**Cell sizes after repair**

Scale: 6 px per um.
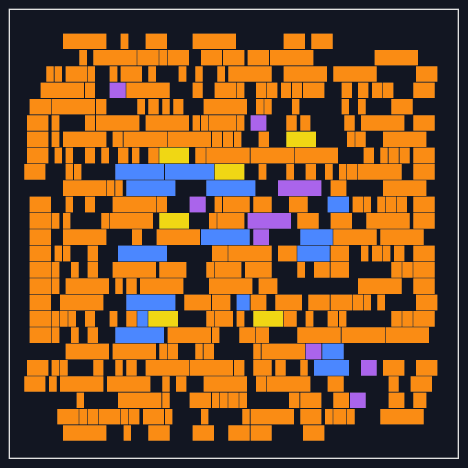
**Congestion heat map**

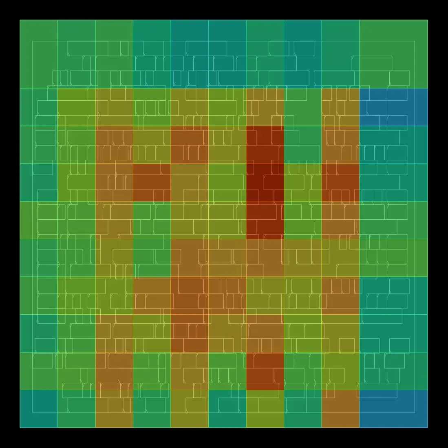
**Sequential cells grouped by signal name**

Scale: 4 px per um.
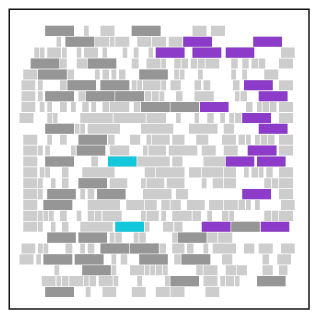
## src/rtl/multiword_adder_seq.sv

```systemverilog
// Multi-precision adder that reuses one WORD_WIDTH-bit slice, one word per clock, LSW first.
// Optional signed-overflow output dout_ovf is built only when MWADD_OVF_EN is defined.
module multiword_adder_seq #(
  parameter int WORD_WIDTH = 4,
  parameter int WORD_CNT   = 4
) (
  input  logic                             clk,
  input  logic                             rst_n,
  input  logic [WORD_WIDTH*WORD_CNT-1:0]   din_a,
  input  logic [WORD_WIDTH*WORD_CNT-1:0]   din_b,
  input  logic                             din_ci,
  input  logic                             din_vld,
  output logic                             din_rd,
  output logic [WORD_WIDTH*WORD_CNT-1:0]   dout_s,
  output logic                             dout_co,
`ifdef MWADD_OVF_EN
  output logic                             dout_ovf,
`endif
  output logic                             dout_vld,
  input  logic                             dout_rd
);

  localparam int TW = WORD_WIDTH * WORD_CNT;
  localparam int CW = (WORD_CNT > 1) ? $clog2(WORD_CNT) : 1;
  localparam logic [CW-1:0] LAST_WORD = CW'(WORD_CNT - 1);

  typedef enum logic [1:0] {
    ST_IDLE = 2'd0,
    ST_RUN  = 2'd1,
    ST_DONE = 2'd2
  } state_e;

  state_e                                  state_q, state_d;
  logic [CW-1:0]                           cnt_q, cnt_d;
  logic                                    carry_q, carry_d;
  logic [WORD_CNT-1:0][WORD_WIDTH-1:0]     a_q, a_d;
  logic [WORD_CNT-1:0][WORD_WIDTH-1:0]     b_q, b_d;
  logic [WORD_CNT-1:0][WORD_WIDTH-1:0]     sum_q, sum_d;
  logic                                    co_q, co_d;
`ifdef MWADD_OVF_EN
  logic                                    ovf_q, ovf_d;
`endif

  logic [WORD_WIDTH:0]                     slice_s;
  logic                                    accept_s;

  assign din_rd   = (state_q == ST_IDLE) & rst_n;
  assign dout_vld = (state_q == ST_DONE);
  assign dout_s   = sum_q;
  assign dout_co  = co_q;
`ifdef MWADD_OVF_EN
  assign dout_ovf = ovf_q;
`endif
  assign accept_s = din_vld & din_rd;

  // Next-state and datapath: the single shared slice adds word cnt_q plus the carry register.
  always_comb begin
    state_d = state_q;
    cnt_d   = cnt_q;
    carry_d = carry_q;
    a_d     = a_q;
    b_d     = b_q;
    sum_d   = sum_q;
    co_d    = co_q;
`ifdef MWADD_OVF_EN
    ovf_d   = ovf_q;
`endif
    slice_s = {1'b0, a_q[cnt_q]} + {1'b0, b_q[cnt_q]} + {{WORD_WIDTH{1'b0}}, carry_q};

    case (state_q)
      ST_IDLE: begin
        if (accept_s) begin
          a_d     = din_a;
          b_d     = din_b;
          carry_d = din_ci;
          cnt_d   = '0;
          sum_d   = '0;
          co_d    = 1'b0;
`ifdef MWADD_OVF_EN
          ovf_d   = 1'b0;
`endif
          state_d = ST_RUN;
        end else begin
          state_d = ST_IDLE;
        end
      end
      ST_RUN: begin
        sum_d[cnt_q] = slice_s[WORD_WIDTH-1:0];
        carry_d      = slice_s[WORD_WIDTH];
        if (cnt_q == LAST_WORD) begin
          co_d    = slice_s[WORD_WIDTH];
          cnt_d   = '0;
          state_d = ST_DONE;
`ifdef MWADD_OVF_EN
          // Top word's MSB is the sign of the full-width result.
          ovf_d   = (a_q[WORD_CNT-1][WORD_WIDTH-1] == b_q[WORD_CNT-1][WORD_WIDTH-1]) &
                    (slice_s[WORD_WIDTH-1] != a_q[WORD_CNT-1][WORD_WIDTH-1]);
`endif
        end else begin
          cnt_d   = cnt_q + CW'(1);
          state_d = ST_RUN;
        end
      end
      ST_DONE: begin
        if (dout_rd) begin
          state_d = ST_IDLE;
        end else begin
          state_d = ST_DONE;
        end
      end
      default: begin
        state_d = ST_IDLE;
        cnt_d   = '0;
      end
    endcase
  end

  // State and datapath registers with synchronous active-low reset.
  always_ff @(posedge clk) begin
    if (!rst_n) begin
      state_q <= ST_IDLE;
      cnt_q   <= '0;
      carry_q <= 1'b0;
      a_q     <= '0;
      b_q     <= '0;
      sum_q   <= '0;
      co_q    <= 1'b0;
`ifdef MWADD_OVF_EN
      ovf_q   <= 1'b0;
`endif
    end else begin
      state_q <= state_d;
      cnt_q   <= cnt_d;
      carry_q <= carry_d;
      a_q     <= a_d;
      b_q     <= b_d;
      sum_q   <= sum_d;
      co_q    <= co_d;
`ifdef MWADD_OVF_EN
      ovf_q   <= ovf_d;
`endif
    end
  end

endmodule

```

## config.mk

```make
export PLATFORM = sky130hd
export DESIGN_NAME = multiword_adder_seq
export DESIGN_NICKNAME = d
export VERILOG_FILES = /design/src/rtl/multiword_adder_seq.sv
export SDC_FILE = /design/constraint.sdc
export NUM_CORES = 1
export LEC_CHECK = 0
export CORE_MARGIN = 2
export CORE_UTILIZATION = 50
export DETAILED_ROUTE_END_ITERATION = 7
export GPL_TIMING_DRIVEN = 1
export HOLD_SLACK_MARGIN = 0.08
export PLACE_DENSITY_LB_ADDON = 0.1
export SLEW_MARGIN = 20
export SYNTH_ARGS = -nofsm -noshare
export SYNTH_HDL_FRONTEND = slang
export SYNTH_SLANG_ARGS = --single-unit
```

## constraint.sdc

```tcl
create_clock -name clk -period 3.4 [get_ports clk]
set_input_delay 0.34 -clock clk [delete_from_list [all_inputs] [get_ports clk]]
set_output_delay 0.34 -clock clk [all_outputs]
set_load 0.05 [all_outputs]
```

==> metrics.cfg <==
[outcome]
status = finished clean

[critical_path]
regToRegSetupSlack_ps = 780
criticalPathCategory = reg2reg
crit_fanout = 6
max_stage_delay_ps = 560
worstSetupEndpoint = dout_s[6]$_SDFFE_PN0P_
r2r-end = dout_s[6]$_SDFFE_PN0P_
cp_num_buf_inv = 0
cp_top_family = adder cells
worstPathArrival_ps = 2860
crit_path_top_delay_cell = mux4_2
r2r_cells = 6
cp_data_required_time_ps = 3640

[drt]
met1_length_um = 2410
drc_errors = 0
top_layer = met4
viasPerCell = 5.29
wl_met3_um = 211
vias = 2102
antenna_left = 0

[floorplan]
core_util_floorplan_pct = 52.4
ios = 56
die_x_um = 74.6
taps = 67
die_height_um = 74.6
core_um2 = 4750

[cts]
cts_hold_buf = 0
cts_sinks = 54
htree_levels = 2
clock_latency_ps = 300
clk_path_buf_depth = 2
cts_tree = built
numCtsBuffers = 5
cts_setup_buffers = 0

[power_and_ir_drop]
power.switching_mw = 0.346
p_comb_share_pct = 16.9
p_comb_mw = 0.216
powerDensity_nw_per_um2 = 405
powerSeq_mw = 0.691
power_frac_seq_pct = 54.1
p_sw_share_pct = 27.1
clockPowerShare_pct = 29.0
ir_drop_uv = 210
p_clk_mw = 0.371
power.leakage_nw = 1.34

[yosys]
ys_top_cells_by_count = nand2_1 (82), dfxtp_1 (54), nand3_1 (45)
synth_flops = 54
fa_ha_area_share_pct = 5.12
synth.cellmix.compoundShare_pct = 9.09
flop_cell = dfxtp_1
mux_share_pct = 7.63
synth_nets = 326
async_flop_share_pct = 0
yosys_warnings = 0

[final_timing]
fmax_ghz = 0.382
slew_headroom_pct = 49.0
hold_slack_ps = 456
worst_pin_slew_ps = 765
post-route-period-util_pct = 77.1
finClkSkew_ps = 8.11

[final_layout]
final_util_pct = 66.4
fin_cells = 397
final_common_cell = nand2_1
lay_top_cells = nand2_1 (82), dfxtp_1 (54), clkdlybuf4s50_1 (54), nand3_1 (45), a21oi_1 (14)
antennaDiodeCount = 0
clock_area_share_pct = 3.01
drive_gt1_share_pct = 9.09
largest_class = logic gates
comb_area_share_pct = 41.1

[hold_path]
min_to = b_q[7]$_SDFFE_PN0P_

[grt]
use_met1_pct = 27.2
grt_antenna_before_repair = 0
met3_usage_pct = 3.66
grt_overflow_total = 0

[placed_design]
routabilityCongestion = 0.761
place_inst = 389
place_ws_ps = 803
dpl_cell_area_um2 = 3060

## Picture notes: 'cell sizes after repair'
Blue shows _2 cells, cells 15. Yellow shows _6 and larger, cells 6. Purple shows _3 and _4 cells, cells 9. Orange shows _0 and _1 cells, cells 300.
finished layout cell area: 3160 um2
Layout Area Growth over Synthesis: 26.8%

## Picture notes: 'congestion heat map'
Global Route Usage Sum: 20.9%
GRT Max-Usage Layer: met2
DR WL/cell: 13.6 um

## Picture notes: 'sequential cells grouped by signal name'
Purple shows dout_s, flops 16. Cyan shows cnt_q, flops 2.
Another 36 sequential cells are not colored.

